Design i2c_master_ctrl, sky130hd; sources not shown.
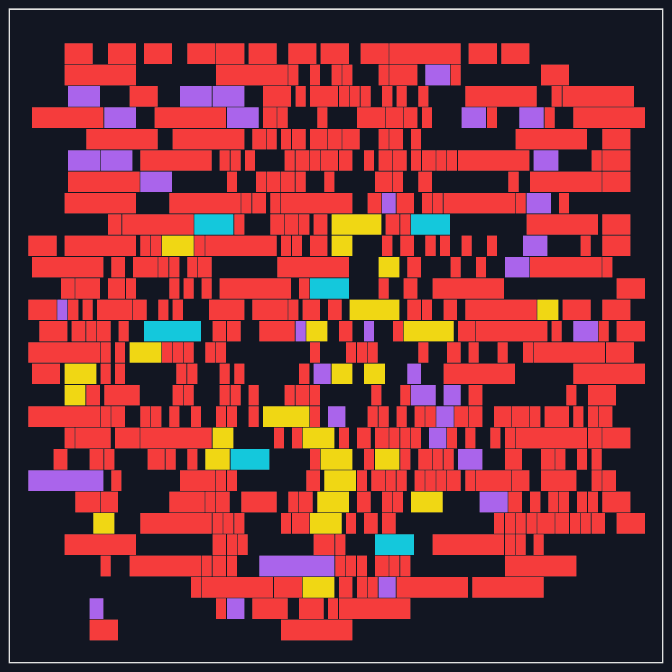
**Above:** cell sizes after repair.
drive 6 and up: drawn in cyan, cells 6, share 1.3%. drive 2: drawn in purple, cells 34, share 7.5%. drive 3 to 4: drawn in yellow, cells 25, share 5.5%. drive 1 or less: drawn in red, cells 391, share 86%.
post-route setup slack: 0.103 ns
area grow syn2layout: 19.1%
count of buffers not belonging to the clock network in the layout: 49
Design Area, Final: 3730 sq um

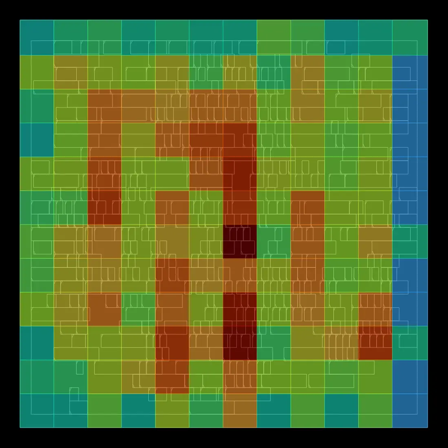
**Above:** routing congestion.
met1 track demand over resource: 30.5%
fin util: 62.2%

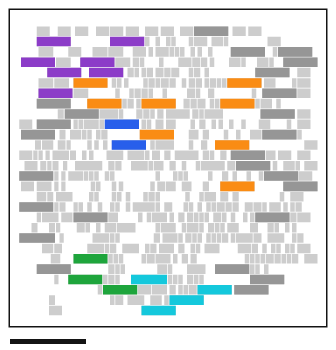
**Above:** sequential cells grouped by signal name.
Bar = 20 um. Other sequential cells in the stronger gray, the rest of the logic in the fainter gray.
addr_q: drawn in purple, placed flops 7, where north-west. shift_q: drawn in orange, placed flops 8. qtr_q: drawn in blue, placed flops 2. bit_q: drawn in green, placed flops 3. state_q: drawn in cyan, placed flops 4, where south.
Another 25 sequential cells are not colored.
Seq area share: 33.0%
Sequential Area: 1230 sq um
flip-flop and latch power: 900 uW

==> git commit body <==
Record implementation results from latest flow run

- The power report attributes to the sequential group a share of 58.7%.
* Standard-cell row count: 28
- Counting distinct cell types in the post-synthesis netlist gives 30.
- Timing-limited maximum frequency: 477 MHz
- Summing over every cut layer, the via total after detailed routing is 2752.
* Met3 track demand over resource: 3.78%
* Share of cell area taken by multi-input logic gates: 43.7%
- Stages on worst setup path: 8
- The worst VDD IR drop from the latest analysis is 319 uV.
- In this design, the stage delay of the slowest critical-path cell is 0.48 ns.
- For this run, combinational gates with multiple inputs come to 292.
* Number of clock sinks seen by CTS: 49
- TritonRoute output was used to compute an average wire per cell of 13.4 um.
- Dividing the final minimum period by the clock period gives 95.3%.
- In the global route stage, met2 resource usage came out at 33.7%.
- Total power density per cell area: 411 nW/um^2
* Total leakage power: 0.00196 uW
* Clock tree from TritonCTS: built
* Number of H-tree levels: 2
- Hold crit path type: in -> async
- Number of global-route vias before repair: 2599
- The global route stage reports its total congestion overflow as 0.
- Placement Cell Area: 3610 sq um
- The clock network consumes a total of 558 uW.
- Top Usage Layer GRT: met2
- Slew at the pin with the worst max-slew slack: 0.590 ns
- The worst setup path is of the reg -> out kind.
- Leading cell types in the layout, fill and taps excluded: 117 x sky130_fd_sc_hd__nand2_1, 54 x sky130_fd_sc_hd__inv_1, 47 x sky130_fd_sc_hd__dfrtp_1, 42 x sky130_fd_sc_hd__nand3_1, 36 x sky130_fd_sc_hd__clkdlybuf4s50_1
* Insertion delay of the later-clocked pin in the worst-skew pair: 0.32 ns
- Combinational cells account for 4.8% of the total power.
* Post-Syn Area: 3130 sq um
* Root buffer selected by CTS: sky130_fd_sc_hd__clkbuf_8
- Number of ports placed on the die boundary: 41
- Per the layout report, the design carries 540 filler cells.
- The synthesized instance count is 406.
- Tap cells: 75
- Number of cells on the worst reg-to-reg path: 10
- CP Data Arrival Time: 1.88 ns
- Number of buffers inserted by hold repair at cts: 1
- The worst setup path is captured at an output pin.
* Core Box Area: 5990 sq um
- Looking at the critical path, the single cell with the biggest stage delay is sky130_fd_sc_hd__dfrtp_2.
- Number of buffers on the longest clock path: 2
- Worst EP required: 1.98 ns
- Run status: completed
- Cell type with the highest occurrence count on the critical path: sky130_fd_sc_hd__nor2_4
* Global-route wire length before repair: 12.1 mm
* Hold violation count in the final report: 0
[cell families (layout without fill, tap and decap cells)]
| logic type | Yosys count | count (layout) | share of synthesized area [%] |
|---|---|---|---|
| simple gates | 229 | 229 | 35.4 |
| buf+inv | 65 | 115 | 8.72 |
| flops | 49 | 49 | 39.2 |
| compound gates | 39 | 39 | 8.04 |
| fa+ha+maj | 11 | 11 | 4.40 |
| mux | 8 | 8 | 2.88 |
| xor+xnor | 5 | 5 | 1.40 |
[Yosys cell counts]
| library cell | instances | area share, % |
|---|---|---|
| sky130_fd_sc_hd__o21ai_2 | 10 | 2.8 |
| sky130_fd_sc_hd__a21oi_1 | 14 | 2.2 |
| sky130_fd_sc_hd__inv_1 | 55 | 6.6 |
| sky130_fd_sc_hd__clkinv_2 | 1 | 0.16 |
| sky130_fd_sc_hd__a21oi_4 | 1 | 0.52 |
| sky130_fd_sc_hd__nor2_4 | 7 | 2.5 |
| sky130_fd_sc_hd__nand2_4 | 3 | 1.1 |
| sky130_fd_sc_hd__nor2_1 | 32 | 3.8 |
| sky130_fd_sc_hd__nand4_1 | 13 | 2.6 |
| sky130_fd_sc_hd__o22ai_1 | 3 | 0.60 |
| sky130_fd_sc_hd__buf_6 | 3 | 1.1 |
| sky130_fd_sc_hd__nor4_1 | 1 | 0.20 |
| sky130_fd_sc_hd__nand3_4 | 3 | 1.7 |
| sky130_fd_sc_hd__xor2_1 | 4 | 1.1 |
| sky130_fd_sc_hd__o21ai_0 | 9 | 1.4 |
| sky130_fd_sc_hd__dfrtp_1 | 49 | 39 |
| sky130_fd_sc_hd__nand2_1 | 117 | 14 |
| sky130_fd_sc_hd__mux2_2 | 8 | 2.9 |
| sky130_fd_sc_hd__nor2_8 | 1 | 0.64 |
| sky130_fd_sc_hd__nand2_2 | 7 | 1.4 |
| sky130_fd_sc_hd__a31oi_1 | 1 | 0.20 |
| sky130_fd_sc_hd__inv_2 | 2 | 0.24 |
| sky130_fd_sc_hd__xnor2_1 | 1 | 0.28 |
| sky130_fd_sc_hd__clkbuf_2 | 1 | 0.16 |
| sky130_fd_sc_hd__o211ai_1 | 1 | 0.24 |
| sky130_fd_sc_hd__nor3_1 | 2 | 0.32 |
| sky130_fd_sc_hd__nand3_2 | 1 | 0.32 |
| sky130_fd_sc_hd__ha_1 | 11 | 4.4 |
| sky130_fd_sc_hd__buf_2 | 3 | 0.48 |
| sky130_fd_sc_hd__nand3_1 | 42 | 6.7 |
[routing by layer]
layer	vias up	share of wire [%]
met2	65	46
met5	-	0
met3	8	5.5
met1	1277	47
met4	0	1.1
li1	1402	-
[metrics by stage]
stage / power [uW] / setup WS (ns) / hold WS (ns) / TNS [ns] / instances
global placement: 991 / 0.162 / 0.158 / 0 / 520
global route: 1590 / -0.0282 / 0.381 / -0.0282 / 531
finish: 1530 / 0.103 / 0.342 / 0 / 531
CTS: 1540 / -0.0102 / 0.353 / -0.0102 / 529
detailed placement: 992 / 0.108 / 0.163 / 0 / 520
floorplan: 928 / 0.603 / -0.0756 / 0 / 406
No activity file was given, so power comes from the tool's default toggle rates.
